===== config.mk =====
export PLATFORM = sky130hd
export DESIGN_NAME = msk_aes_mc_seq
export DESIGN_NICKNAME = d
export VERILOG_FILES = /design/src/rtl/msk_aes_mc_seq_pkg.sv /design/src/rtl/msk_aes_mc_col.sv /design/src/rtl/msk_xor.sv /design/src/rtl/msk_aes_mc_seq.sv
export SDC_FILE = /design/constraint.sdc
export NUM_CORES = 1
export LEC_CHECK = 0
export ABC_AREA = 1
export CAP_MARGIN = 20
export CORE_MARGIN = 3
export CORE_UTILIZATION = 40
export DETAILED_ROUTE_END_ITERATION = 7
export PLACE_DENSITY = 0.74
export SLEW_MARGIN = 20
export SYNTH_ARGS = -nofsm -noshare
export SYNTH_HDL_FRONTEND = slang
export SYNTH_SLANG_ARGS = --single-unit

===== constraint.sdc =====
create_clock -name clk -period 4.2 [get_ports clk]
set_input_delay 1.05 -clock clk [delete_from_list [all_inputs] [get_ports clk]]
set_output_delay 1.05 -clock clk [all_outputs]
set_load 0.05 [all_outputs]

===== src/rtl/msk_aes_mc_seq_pkg.sv =====
// Shared constants for the masked MixColumns sequencer: GF(2^8) reduction,
// column count per state and result FIFO depth.
package msk_aes_mc_seq_pkg;

    localparam logic [7:0]  GF_RED     = 8'h1B;
    localparam int unsigned COL_COUNT  = 4;
    localparam int unsigned FIFO_DEPTH = 2;

    typedef logic [1:0] col_idx_t;

endpackage


===== src/rtl/msk_aes_mc_col.sv =====
// Masked one-column AES MixColumns, computed per share with no share mixing;
// bypass passes the column through unchanged (final round).
module msk_aes_mc_col
    import msk_aes_mc_seq_pkg::*;
#(
    parameter int d = 2
) (
    input  logic           bypass,
    input  logic [8*d-1:0] b0,
    input  logic [8*d-1:0] b1,
    input  logic [8*d-1:0] b2,
    input  logic [8*d-1:0] b3,
    output logic [8*d-1:0] a0,
    output logic [8*d-1:0] a1,
    output logic [8*d-1:0] a2,
    output logic [8*d-1:0] a3
);

    localparam int W = 8*d;

    logic [W-1:0] b  [COL_COUNT];
    logic [W-1:0] xt [COL_COUNT];
    logic [W-1:0] x3 [COL_COUNT];
    logic [W-1:0] p0 [COL_COUNT];
    logic [W-1:0] p1 [COL_COUNT];
    logic [W-1:0] mc [COL_COUNT];

    assign b[0] = b0;
    assign b[1] = b1;
    assign b[2] = b2;
    assign b[3] = b3;

    // xtime per share: bit i of share j sits at i*d+j; reduction gated by the same share of bit 7
    always_comb begin
        for (int unsigned k = 0; k < COL_COUNT; k++) begin
            xt[k] = '0;
            for (int unsigned j = 0; j < d; j++) begin
                xt[k][j] = GF_RED[0] & b[k][7*d+j];
                for (int unsigned i = 1; i < 8; i++) begin
                    xt[k][i*d+j] = b[k][(i-1)*d+j] ^ (GF_RED[i] & b[k][7*d+j]);
                end
            end
        end
    end

    // a[k] = 2*b[k] ^ 3*b[k+1] ^ b[k+2] ^ b[k+3]
    for (genvar k = 0; k < COL_COUNT; k++) begin : g_row
        msk_xor #(.d(d)) u_x3 (.a(xt[k]),                 .b(b[k]),                     .y(x3[k]));
        msk_xor #(.d(d)) u_p0 (.a(xt[k]),                 .b(x3[(k+1)%COL_COUNT]),      .y(p0[k]));
        msk_xor #(.d(d)) u_p1 (.a(b[(k+2)%COL_COUNT]),    .b(b[(k+3)%COL_COUNT]),       .y(p1[k]));
        msk_xor #(.d(d)) u_mc (.a(p0[k]),                 .b(p1[k]),                    .y(mc[k]));
    end

    assign a0 = bypass ? b0 : mc[0];
    assign a1 = bypass ? b1 : mc[1];
    assign a2 = bypass ? b2 : mc[2];
    assign a3 = bypass ? b3 : mc[3];

endmodule


===== src/rtl/msk_xor.sv =====
// Masked XOR: share-wise XOR of two Boolean-masked bytes (bit-major layout).
module msk_xor #(
    parameter int d = 2
) (
    input  logic [8*d-1:0] a,
    input  logic [8*d-1:0] b,
    output logic [8*d-1:0] y
);

    assign y = a ^ b;

endmodule


===== src/rtl/msk_aes_mc_seq.sv =====
// Masked MixColumns sequencer: one column per cycle into a 2-entry result FIFO,
// tagging each entry with its column index within the state.
module msk_aes_mc_seq
    import msk_aes_mc_seq_pkg::*;
#(
    parameter int d = 2
) (
    input  logic           clk,
    input  logic           rst,
    input  logic           flush,
    input  logic           in_valid,
    output logic           in_ready,
    input  logic           in_bypass,
    input  logic [8*d-1:0] in_b0,
    input  logic [8*d-1:0] in_b1,
    input  logic [8*d-1:0] in_b2,
    input  logic [8*d-1:0] in_b3,
    output logic           out_valid,
    input  logic           out_ready,
    output logic [8*d-1:0] out_a0,
    output logic [8*d-1:0] out_a1,
    output logic [8*d-1:0] out_a2,
    output logic [8*d-1:0] out_a3,
    output logic [1:0]     out_idx,
    output logic           out_last
);

    localparam int W = 8*d;

    logic [W-1:0]   c0, c1, c2, c3;
    logic [4*W-1:0] data_mem [FIFO_DEPTH];
    col_idx_t       idx_mem  [FIFO_DEPTH];
    logic           last_mem [FIFO_DEPTH];

    logic     wr_ptr, rd_ptr;
    logic [1:0] count, count_n;
    col_idx_t col_cnt;
    logic     in_ready_q;
    logic     push, pop;

    msk_aes_mc_col #(.d(d)) u_col (
        .bypass (in_bypass),
        .b0     (in_b0),
        .b1     (in_b1),
        .b2     (in_b2),
        .b3     (in_b3),
        .a0     (c0),
        .a1     (c1),
        .a2     (c2),
        .a3     (c3)
    );

    assign push = in_valid && in_ready_q;
    assign pop  = out_valid && out_ready;

    always_comb begin
        count_n = count;
        case ({push, pop})
            2'b10:   count_n = count + 2'd1;
            2'b01:   count_n = count - 2'd1;
            default: count_n = count;
        endcase
    end

    // in_ready is registered from the next occupancy so it never depends on out_ready combinationally
    always_ff @(posedge clk or posedge rst) begin
        if (rst) begin
            count      <= '0;
            col_cnt    <= '0;
            wr_ptr     <= 1'b0;
            rd_ptr     <= 1'b0;
            in_ready_q <= 1'b0;
        end else if (flush) begin
            count      <= '0;
            col_cnt    <= '0;
            wr_ptr     <= 1'b0;
            rd_ptr     <= 1'b0;
            in_ready_q <= 1'b1;
        end else begin
            count      <= count_n;
            in_ready_q <= (count_n < 2'(FIFO_DEPTH));
            if (push) begin
                wr_ptr  <= ~wr_ptr;
                col_cnt <= col_cnt + 2'd1;
            end
            if (pop) begin
                rd_ptr <= ~rd_ptr;
            end
        end
    end

    always_ff @(posedge clk) begin
        if (push && !flush) begin
            data_mem[wr_ptr] <= {c0, c1, c2, c3};
            idx_mem[wr_ptr]  <= col_cnt;
            last_mem[wr_ptr] <= (col_cnt == 2'(COL_COUNT - 1));
        end
    end

    assign in_ready  = in_ready_q;
    assign out_valid = (count != '0);
    assign out_idx   = out_valid ? idx_mem[rd_ptr]  : '0;
    assign out_last  = out_valid ? last_mem[rd_ptr] : 1'b0;
    assign out_a0    = data_mem[rd_ptr][4*W-1 -: W];
    assign out_a1    = data_mem[rd_ptr][3*W-1 -: W];
    assign out_a2    = data_mem[rd_ptr][2*W-1 -: W];
    assign out_a3    = data_mem[rd_ptr][W-1   -: W];

endmodule

### Zoomed window, run 1

Bar = 10 µm. Region (103, 21) to (143, 61) µm. Cells in gray, sequential cells in the stronger gray; small squares are vias.
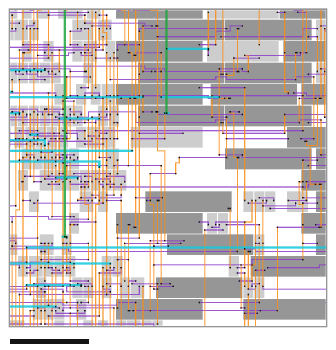
Key: purple = metal 1; green = metal 4; cyan = metal 3; orange = metal 2
Sequential cells in the window: 17. 105 logic cells have their middle in the window. Netlist names of flops here include `data_mem` (17). Most frequent: nand2_1 (64), edfxtp_1 (17), nand3_1 (11).

### Metal 1, run 1

Bar = 50 µm. Supply wires on this layer in gray.
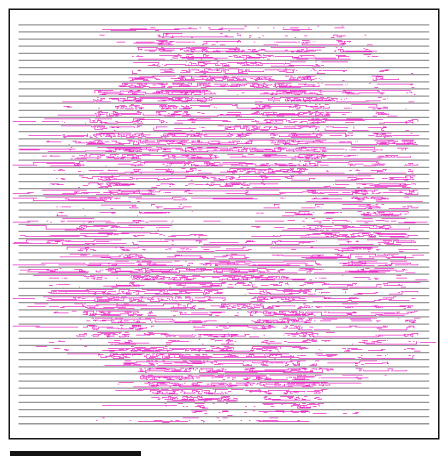
The layer holds 46% of the routed length. The longest straight run is 40.5 µm. The wires run mostly horizontal. 1542 nets have wire on it. The layer carries 12900 µm of wire.

### Selected gate families, run 1

Bar = 50 µm.
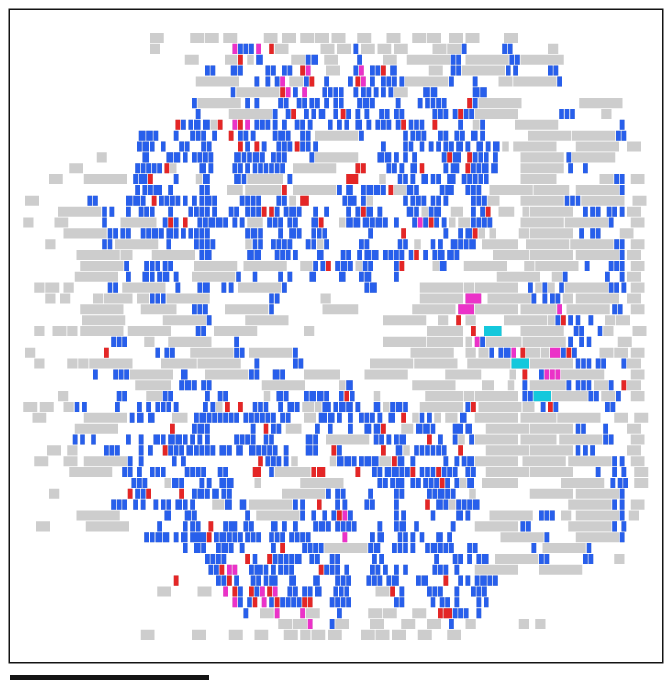
Key: red = inverters [cells 103, most used inv_1]; cyan = adder and majority cells [cells 3, most used ha_1]; magenta = NOR gates [cells 32, most used nor2_1]; blue = NAND gates [cells 1124, most used nand2_1]
multi-input gate share of the layout cell area: 0.415
most frequently placed logic cell in the final layout: sky130_fd_sc_hd__nand2_1
non-filler cells, final: 1957

==> run notes, run 1 <==
Results of the run.

The most numerous cell in the Yosys netlist is sky130_fd_sc_hd__nand2_1. The switching power is just over 2 mW. The post-route total power is between 5 and 6 mW.

Counting endpoints that fail hold in the final report gives 0. Of the total power, registers draw 0.343. The type recorded for the worst min-delay path is flop to flop. The number of setup buffers added after CTS is 0. The actual transition at the worst max-transition pin is 0.817 ns. The run finished with clean final reports. The remaining routing DRC violations is 0.

The power dissipated in the clock network is roughly 1.5 mW. The start point of the worst min-delay path is col_cnt[1]$_DFFE_PP0P_. The worst-case hold slack is 0.513 ns.

The finished design was reported to have a net count of approximately 1.7k. The combinational power reported by the tool is 1.89 mW. The met2 usage is 0.335. Detailed placement ended at an HPWL of 20700 µm. The flip-flop and latch count after synthesis is 141. The power density over the cells is around 430 nW/µm².

The number of DRC markers after the initial detailed-route iteration is 892. The floorplan row count is around 56. Setup repair after global routing left no endpoint under its margin. The leakage component of the power was reported as 6.01 nW.

Before any placement, the netlist area is recorded as 9910 µm². The detailed-route wire length on metal 1 is ~13000 µm. The power in sequential cells is 1.74 mW. At the floorplan stage, the core utilization is reported as 0.415. The number of fill cells is around 2.3k.

The category of the critical setup timing path is flop to primary output. The number of cells on the worst hold path is 0. The CTS clock-pin slew for the worst setup and hold paths is about 0.070 ns.

STA lists the startpoint of the worst register-to-register path as count[0]$_DFFE_PP0P_. Per the GRT congestion report, total overflow comes to 0. The pre-antenna-repair detailed-routing pass consisted of 6 iterations. The family with the most delay on the worst path is buffers and inverters. The via count of the first global-routing pass is 8969.

Synthesis handed over a netlist of 1512 instances. The count of non-CTS inverters in the layout is slightly above 100. The max-slew violation total from the final report is 0.

The highest routed metal layer is met4. The number of antenna diodes in the final layout is 0. The final non-filler cell area is 11900 µm². The detailed router reports a met2 wire length of 12600 µm. In the power breakdown, the internal column shows 3.04 mW. The post-detailed-route via-to-cell ratio is between 4 and 5. The post-synth count of flops with an enable pin is between 100 and 150. The fraction of final layout cells sized beyond drive strength 1 is 0.0751.

Sequential cells placed in the final layout were counted as 141. The terminus of the critical flop-to-flop path is in_ready$_DFF_PP0_. The net switching share of the total power is 0.402. The total area of sequential cells is about 4200 µm². The maximum clock rate is 0.284 GHz.

The flip-flop count of the largest register after layout is 128. In this run the tightest slew margin relative to its limit is 0.454. The largest registers in the layout are data_mem: 128 flops, idx_mem: 4 flops. Warnings raised by the tools during the run amount to 27. The met1 layer usage reported by global route is 0.298. On the critical path, the stage with the largest delay is an instance of sky130_fd_sc_hd__clkdlybuf4s50_1.

The met3 routing resource usage after global routing is 0.0368. The number of hold buffers added after cts is 0. The cell type that accounts for the most area after synthesis is sky130_fd_sc_hd__edfxtp_1. The final timing summary puts the cycle share of the worst path at 0.839. Adding up every negative setup slack in the final design gives 0 ns.
--- run 2 (diff from run 1) ---
--- a/config.mk
+++ b/config.mk
@@ -10,7 +10,7 @@
 export CORE_MARGIN = 3
 export CORE_UTILIZATION = 40
 export DETAILED_ROUTE_END_ITERATION = 7
-export PLACE_DENSITY = 0.74
+export PLACE_DENSITY = 0.72
 export SLEW_MARGIN = 20
 export SYNTH_ARGS = -nofsm -noshare
 export SYNTH_HDL_FRONTEND = slang
==> constraint.sdc (replaced) <==
create_clock -name clk -period 3.3 [get_ports clk]
set_input_delay 0.825 -clock clk [delete_from_list [all_inputs] [get_ports clk]]
set_output_delay 0.825 -clock clk [all_outputs]
set_load 0.05 [all_outputs]
### Zoomed window, run 2

Bar = 10 µm. Region (103, 21) to (143, 61) µm. Cells in gray, sequential cells in the stronger gray; small squares are vias.
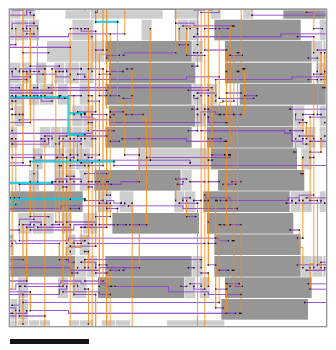
Key: cyan = metal 3; purple = metal 1; orange = metal 2
Most frequent: nand2_1 (57), edfxtp_1 (25). 101 logic cells have their middle in the window. Sequential cells in the window: 25. Netlist names of flops here include `data_mem` (25).

### Selected gate families, run 2

Bar = 50 µm.
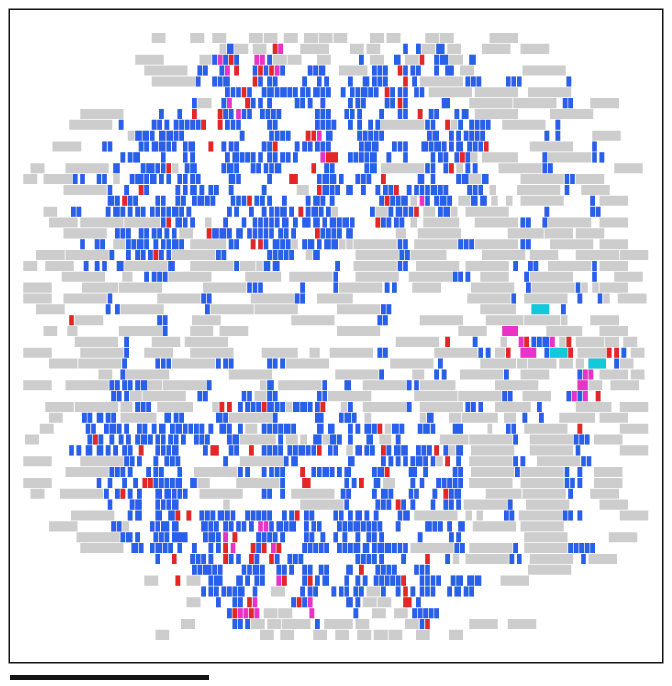
Key: magenta = NOR gates [cells 32, most used nor2_1]; cyan = adder and majority cells [cells 3, most used ha_1]; blue = NAND gates [cells 1124, most used nand2_1]; red = inverters [cells 103, most used inv_1]

==> run 2 against run 1 <==
Against the previous run: global-route usage fell by 0.65 points; register-to-register slack got worse by 0.75 ns; wire length fell by 2.0%; power rose by 37%; die area did not move; critical path depth fell by 1; clock skew fell by 0.00085 ns; combinational power rose by 56%; critical path type unchanged; largest cell class unchanged.
==> run notes, run 2 <==
Results of the run.

The run finished with clean final reports. The family with the most delay on the worst path is buffers and inverters. The data arrival time of the worst path is 1.87 ns.

The number of hold-slack violations in the final timing report is 0 (unchanged). The highest metal layer carrying signal wires in the routed design is met4. The buffers inserted during post-CTS setup optimization is 0 (unchanged).

The category of the critical setup timing path is flop to primary output. The sink of the worst hold path is idx_mem[1][1]$_DFFE_PP_. The net switching share of the total power came to 0.384 (-0.0173). The number of hold buffers added after cts is 0 (unchanged). The max-slew violation total from the final report is 0 (unchanged).

The final critical-path share of the clock period is 0.818. The min-delay analysis places its worst path in the category flop to flop. The post-route total power came to 6.95 mW (+37%). The flip-flop and latch count after synthesis is 141 (unchanged). The sequential share of power is 0.318 (-0.025). The leakage dissipation was 6.33 nW (+5.3%). The initial standard-cell utilization of the core came to 0.415 (unchanged).

The multi-input combinational cell count is 1213. Per report_power, the top consumer among the power groups is combinational logic. The total standard cell area after synthesis is 9910 µm² (unchanged). The power dissipated in the clock network is 1.79 mW (+23%). The share of the final layout cell area in multi-input gates is 0.390 (-0.0250). After its last routability iteration, the placer logged a weighted congestion of ~0.91.

The largest registers in the layout are data_mem: 128 flops, idx_mem: 4 flops. The residual overflow from global routing is 0 (unchanged). The met2 usage came to 0.328 (-0.00739). The flip-flop count of the largest register after layout is 128 (unchanged). The flop count is 141 (unchanged). The final HPWL from detailed placement is 19700 µm (-4.7%). The relative max-transition margin was 0.637 (+0.183). The number of buffers created by CTS is 17. Looking at the reg2reg group, the worst path starts from count[0]$_DFFE_PP0P_. The detailed-route wire length on metal 1 is 12300 µm (-4.4%). Of all cell types, the one taking the most synthesized area is sky130_fd_sc_hd__edfxtp_1. The class occupying the most area after layout is reported as combinational gates.

The combinational-cell power consumption is 2.95 mW (+56%). In this run, distinct cell masters in the synthesized netlist total 30. The later pin in the worst-skew pair is clocked with a latency of between 0.4 and 0.5 ns. The total vias in the final route is around 9.8k. For the finished layout, the period the worst path requires is 2.70 ns. The final non-filler cell area is 12700 µm² (+6.4%). Setup repair after global routing left no endpoint under its margin. The number of fill cells is 2213 (-3.7%).

The power in sequential cells is 2.21 mW (+27%). The most common cell in the synthesized netlist is sky130_fd_sc_hd__nand2_1. The met2 wirelength from detailed routing is 12500 µm (-0.30%). The number of inserted diodes is 0 (unchanged). The cell with the biggest individual delay on the critical path is sky130_fd_sc_hd__clkdlybuf4s50_1. The number of clock sinks is 141. The switching power came to 2.67 mW (+31%).

The worst-case hold slack was 0.536 ns (+0.0226 ns). The actual transition at the worst max-transition pin was 0.543 ns (-0.275 ns). The number of warnings the tools reported is 28 (+3.7%). The final-layout setup total negative slack came to 0 ns (unchanged). The power density over the cells came to 548 nW/µm² (+29%). The library cell used most frequently in the layout, excluding fill and tap cells, is sky130_fd_sc_hd__nand2_1. The detailed-router iteration count before antenna repair is 6 (unchanged).

The OpenROAD report gives the critical path a required time of roughly 2.5 ns. The start point of the worst min-delay path is col_cnt[1]$_DFFE_PP0P_. The via count of the first global-routing pass is 8881 (-0.98%). The floorplan row count is 56 (unchanged).

The mean instance size in the synthesized netlist is between 6 and 7 µm². The count of non-CTS inverters in the layout is 103 (unchanged). The CTS clock-pin slew for the worst setup and hold paths is 0.06 ns (about the same).

The total area of sequential cells came to 4200 µm² (unchanged). The final-stage net count was 1695 (-0.18%). The internal power summed over all cells is 4.28 mW (+41%). The number of cells on the worst hold path is 0 (unchanged).

The number of enable-type register cells in the synthesized netlist is 134 (unchanged). The top fanout value on the critical path is 5. The post-detailed-route via-to-cell ratio is 5.01 (+0.31%). The post-synthesis instance total is 1512 (unchanged).

The final cell count without fillers is 1954 (-0.15%). The number of DRC markers after the initial detailed-route iteration is 866 (-2.9%). Before CTS, the worst setup slack after placement is 0.587 ns.

The maximum clock rate is about 0.37 GHz. The remaining routing DRC violations is 0 (unchanged). The fraction of final layout cells sized beyond drive strength 1 is 0.0948 (+0.0197). Looking at the reg2reg group, the worst path ends at in_ready$_DFF_PP0_. The met3 routing resource usage after global routing is 0.0454 (+0.00862). The max-cap check violation count is 0. The met1 layer usage reported by global route is 0.278 (-0.0197).
No activity file was given, so power comes from the tool's default toggle rates.
